Figure 1. Clock network drawn from the DEF.
The bar under the picture is 20 um long.
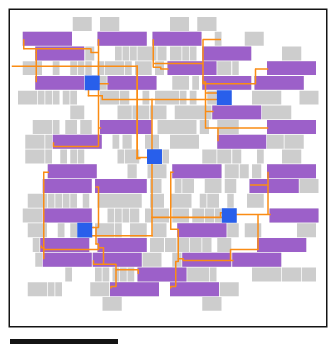
Figure 2. Signal metal coverage by tile.
The bar under the picture is 20 um long. 12 x 12 tiles, from white (low) to dark blue (high), scaled to the fullest tile. Values are wire area over tile area, all layers added.
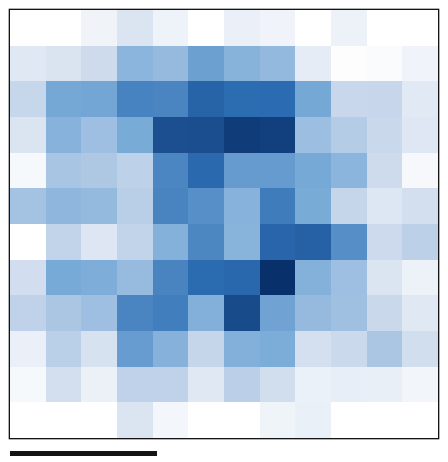
**src/rtl/seq_chunk_adder_if.sv**
```systemverilog
// ============================================================================
// seq_chunk_adder_if : start/busy/done handshake and operand/result bus
// Rev 1.0 -- ovf member present only with SEQ_CHUNK_ADDER_OVF_EN
// ============================================================================
`default_nettype none

interface seq_chunk_adder_if #(
    parameter int WIDTH = 7
);
    logic             start;
    logic [WIDTH-1:0] a_in;
    logic [WIDTH-1:0] b_in;
    logic             ci;
    logic             busy;
    logic             done;
    logic [WIDTH-1:0] sum;
    logic             co;

`ifdef SEQ_CHUNK_ADDER_OVF_EN
    logic             ovf;

    modport master (output start, a_in, b_in, ci,
                    input  busy, done, sum, co, ovf);
    modport slave  (input  start, a_in, b_in, ci,
                    output busy, done, sum, co, ovf);
`else
    modport master (output start, a_in, b_in, ci,
                    input  busy, done, sum, co);
    modport slave  (input  start, a_in, b_in, ci,
                    output busy, done, sum, co);
`endif
endinterface

`default_nettype wire

```
**src/rtl/seq_chunk_adder.sv**
```systemverilog
// ============================================================================
// seq_chunk_adder : digit-serial adder, CHUNK bits per clock, LSB chunk first
// Rev 1.0 -- optional signed-overflow output via SEQ_CHUNK_ADDER_OVF_EN
// ============================================================================
`default_nettype none

module seq_chunk_adder #(
    parameter int WIDTH = 7,
    parameter int CHUNK = 1
) (
    input  logic              clk,
    input  logic              rst_n,
    seq_chunk_adder_if.slave  bus
);
    localparam int N  = (WIDTH + CHUNK - 1) / CHUNK;
    localparam int PW = N * CHUNK;
    localparam int CW = (N > 1) ? $clog2(N) : 1;
    // Position of bit WIDTH inside the last chunk's (CHUNK+1)-bit sum
    localparam int LB = WIDTH - (N - 1) * CHUNK;
    localparam logic [CW-1:0] LAST = CW'(N - 1);

    typedef enum logic [1:0] {
        S_IDLE = 2'd0,
        S_RUN  = 2'd1,
        S_DONE = 2'd2
    } state_t;

    state_t           r_state;
    state_t           w_state_next;
    logic             w_busy;
    logic             w_done;
    logic             w_accept;

    logic [PW-1:0]    r_a;
    logic [PW-1:0]    r_b;
    logic [WIDTH-1:0] r_work;
    logic             r_carry;
    logic [CW-1:0]    r_cnt;
    logic [WIDTH-1:0] r_sum;
    logic             r_co;

    int               w_base;
    logic [CHUNK:0]   w_psum;
    logic [WIDTH-1:0] w_work;
    logic             w_co;

    always_ff @(posedge clk or negedge rst_n) begin
        if (!rst_n) r_state <= S_IDLE;
        else        r_state <= w_state_next;
    end

    always_comb begin
        w_state_next = r_state;
        w_busy       = 1'b0;
        w_done       = 1'b0;
        w_accept     = 1'b0;
        case (r_state)
            S_IDLE: begin
                w_accept = bus.start;
                if (bus.start) w_state_next = S_RUN;
            end
            S_RUN: begin
                w_busy = 1'b1;
                if (r_cnt == LAST) w_state_next = S_DONE;
            end
            S_DONE: begin
                w_done       = 1'b1;
                w_accept     = bus.start;
                w_state_next = bus.start ? S_RUN : S_IDLE;
            end
            default: w_state_next = S_IDLE;
        endcase
    end

    // Operand pad bits are zero, so bit LB of the last chunk sum is the carry into WIDTH
    always_comb begin
        w_base = int'(r_cnt) * CHUNK;
        w_psum = (CHUNK+1)'(r_a[w_base +: CHUNK]) + (CHUNK+1)'(r_b[w_base +: CHUNK])
               + (CHUNK+1)'(r_carry);
        w_work = r_work;
        for (int i = 0; i < CHUNK; i++) begin
            if (w_base + i < WIDTH) w_work[w_base + i] = w_psum[i];
        end
        w_co = w_psum[LB];
    end

    always_ff @(posedge clk or negedge rst_n) begin
        if (!rst_n) begin
            r_a     <= '0;
            r_b     <= '0;
            r_work  <= '0;
            r_carry <= 1'b0;
            r_cnt   <= '0;
            r_sum   <= '0;
            r_co    <= 1'b0;
        end else if (w_accept) begin
            r_a     <= PW'(bus.a_in);
            r_b     <= PW'(bus.b_in);
            r_carry <= bus.ci;
            r_cnt   <= '0;
        end else if (r_state == S_RUN) begin
            r_work  <= w_work;
            r_carry <= w_psum[CHUNK];
            r_cnt   <= r_cnt + 1'b1;
            if (r_cnt == LAST) begin
                r_sum <= w_work;
                r_co  <= w_co;
            end
        end
    end

    assign bus.busy = w_busy;
    assign bus.done = w_done;
    assign bus.sum  = r_sum;
    assign bus.co   = r_co;

`ifdef SEQ_CHUNK_ADDER_OVF_EN
    logic r_ovf;

    // Carry into the MSB is recovered as sum ^ a ^ b at that bit
    always_ff @(posedge clk or negedge rst_n) begin
        if (!rst_n) begin
            r_ovf <= 1'b0;
        end else if (!w_accept && r_state == S_RUN && r_cnt == LAST) begin
            r_ovf <= w_co ^ w_work[WIDTH-1] ^ r_a[WIDTH-1] ^ r_b[WIDTH-1];
        end
    end

    assign bus.ovf = r_ovf;
`endif

endmodule

`default_nettype wire

```
**src/flat_wrapper.sv**
```systemverilog
// flat-port wrapper written by rule: the top's interface ports become plain ports
module seq_chunk_adder_flat 
#(
    parameter int WIDTH = 7,
    parameter int CHUNK = 1
)
  (clk, rst_n, bus_start, bus_a_in, bus_b_in, bus_ci, bus_busy, bus_done, bus_sum, bus_co);
  seq_chunk_adder_if #(.WIDTH(WIDTH)) bus_i ();
  input  logic clk;
  input  logic rst_n;
  input wire logic [$bits(bus_i.start)-1:0] bus_start;
  input wire logic [$bits(bus_i.a_in)-1:0] bus_a_in;
  input wire logic [$bits(bus_i.b_in)-1:0] bus_b_in;
  input wire logic [$bits(bus_i.ci)-1:0] bus_ci;
  output wire logic [$bits(bus_i.busy)-1:0] bus_busy;
  output wire logic [$bits(bus_i.done)-1:0] bus_done;
  output wire logic [$bits(bus_i.sum)-1:0] bus_sum;
  output wire logic [$bits(bus_i.co)-1:0] bus_co;
  assign bus_i.start = bus_start;
  assign bus_i.a_in = bus_a_in;
  assign bus_i.b_in = bus_b_in;
  assign bus_i.ci = bus_ci;
  assign bus_busy = bus_i.busy;
  assign bus_done = bus_i.done;
  assign bus_sum = bus_i.sum;
  assign bus_co = bus_i.co;
  seq_chunk_adder #(.WIDTH(WIDTH), .CHUNK(CHUNK)) u_core (.clk(clk), .rst_n(rst_n), .bus(bus_i));
endmodule
```
**config.mk**
```make
export PLATFORM = sky130hd
export DESIGN_NAME = seq_chunk_adder_flat
export DESIGN_NICKNAME = d
export VERILOG_FILES = /design/src/rtl/seq_chunk_adder_if.sv /design/src/rtl/seq_chunk_adder.sv /design/src/flat_wrapper.sv
export SDC_FILE = /design/constraint.sdc
export NUM_CORES = 1
export LEC_CHECK = 0
export ABC_AREA = 0
export ABC_CLOCK_PERIOD_IN_PS = 2500
export CORE_UTILIZATION = 52
export CTS_CLUSTER_DIAMETER = 80
export DETAILED_ROUTE_END_ITERATION = 16
export PLACE_DENSITY = 0.82
export SLEW_MARGIN = 5
export SYNTH_ARGS = -nofsm -noshare
export SYNTH_HDL_FRONTEND = slang
export SYNTH_SLANG_ARGS = --single-unit
```
**constraint.sdc**
```tcl
create_clock -name clk -period 2.5 [get_ports clk]
set_input_delay 0.25 -clock clk [delete_from_list [all_inputs] [get_ports clk]]
set_output_delay 0.25 -clock clk [all_outputs]
set_load 0.01 [all_outputs]
```
==> design notes <==
The run finished with clean final reports. The global-route wire length before repair was 5500 um. The final setup violation count came out at 0. The commonest register cell after synthesis was sky130_fd_sc_hd__dfrtp_1.

The startpoint class of the critical path is a register. Number of hold-repair buffers added at the cts stage: 0. The clock net sink count came out at 35. For the sequential fraction of design power, the log shows 0.408. The critical path is of the register to register type.

Traced cell by cell, the critical path runs through nand3b_1 -> o21ai_0 -> a221oi_1 -> fa_1 -> a41o_2 -> o21ai_0. The H-tree generated during clock tree synthesis spans 2 levels. For the part of the total power dissipated in combinational logic, the log shows 0.479. The tap cell instance count is 44. The gate count of the mapped netlist was 160; the non-clock inverter total of the final layout was 6.

The tools report the total cell area reported by yosys after synthesis as 1650 um^2. The critical-path maximum fanout was 9; the number of vias per cell after detailed routing was 5.18. After synthesis, the largest family of logic cells by area is simple AND/OR/NAND/NOR gates.

By area the synthesized netlist is led by sky130_fd_sc_hd__dfrtp_1, sky130_fd_sc_hd__nand2_1, sky130_fd_sc_hd__a31oi_1, sky130_fd_sc_hd__o21ai_0, sky130_fd_sc_hd__mux2_4. The run gives 36 for the pin count of the biggest net entering global routing. With the number of unique standard cell types used by synthesis at 37, the count of buffer and inverter cells on the critical path is 0. Across all register-to-register paths, the minimum setup slack is 0.19 ns. After detailed routing, no signal wire sits above met4. The wire length on met1 is 1300 um, and the share of synthesized cell area in and, or, nand and nor gates is 0.194.

The run gives 0.00952 ns for the clock skew after layout. The tools report the number of global-route vias before repair as 1,257. The cell class ranked first by area is flip-flops and latches. The share of the synthesized area in the top cell type works out to 0.531.

The run gives 0.255 for the global routing usage on met1. The run gives 1.22 mW as the power drawn by the combinational cells. Per the cell usage report, the commonest logic cells after layout are sky130_fd_sc_hd__nand2_1, sky130_fd_sc_hd__dfrtp_1, sky130_fd_sc_hd__clkdlybuf4s50_1, sky130_fd_sc_hd__o21ai_0, sky130_fd_sc_hd__a31oi_1.

The dominant cell by count in the synthesized netlist was sky130_fd_sc_hd__nand2_1. For the total of clock buffers placed in the layout, the log shows 7. The data-path buffer share of cell area in the final layout is 0.153.

The run gives 0.435 for the fraction of area in registers. Adder-cell area share of the yosys netlist: 0.0273. The total number of warnings across the stage logs is 27, and the total routing resource utilization after global routing is 0.217. The final-report max-slew violation count came out at 0. The final layout reports a setup TNS of 0 ns. In this run the count of I/O pins placed on the die edge is 28. The number of antenna cells inserted was 0. The number of antenna violations at the first check in global routing is 0, and the post-synthesis sequential element count is 35.

Logic depth along the worst register-to-register path is recorded as 6. Measured along the y axis, the die boundary spans 58.3 um. On the worst path, the slowest cell contributes a delay of 0.61 ns. The sequential area share after synthesis was 0.531; the post-route core utilization was 0.667. The placement report lists the number of port buffers as 27. For this block, the via count after detailed routing is 1,223. Largest area contributor in the netlist: sky130_fd_sc_hd__dfrtp_1. The logs give 0 for the post-CTS setup repair buffer count and 1.54 mW for the internal power consumption. Tracing the worst setup path back leads to its startpoint at u_core.r_cnt[1]$_DFFE_PN0P_. Setup repair after global routing left no endpoint under its margin. The tools report the count of instances resized after the clock tree is built as 0. The run gives 0.0659 for the met3 demand-to-capacity share in global routing. Global routing usage on met2: 0.384. Following the worst setup path forward leads to its endpoint at u_core.bus.sum[5]$_DFFE_PN0P_.
Back to the opening pictures, Figure 1:
- orange: clock wires (length 381 um)
- purple: flip-flops (count 35)
- blue: cells driving clock nets (count 5)
- routed clock nets: 6
- flops lie: spread over the die

Back to the opening pictures, Figure 2:
- nearly empty tiles: 11%
- tiles over half the peak: 24%
- mean over tiles: 0.14

## through the flow
| stage | setup WS, ns | area [um^2] | hold WS (ns) | instances | total power [mW] |
|---|---|---|---|---|---|
| 2_1_floorplan | 0.237 | 1650 | -0.0456 | 160 | 1.87 |
| 3_3_place_gp | 0.219 | 1970 | 0.460 | 228 | 2.23 |
| 3_5_place_dp | 0.101 | 1970 | 0.464 | 228 | 2.29 |
| 4_1_cts | 0.105 | 2020 | 0.315 | 236 | 2.57 |
| 5_1_grt | 0.0525 | 2020 | 0.336 | 236 | 2.78 |
| 6_report | 0.188 | 2020 | 0.303 | 236 | 2.55 |
No activity file was given, so power comes from the tool's default toggle rates.
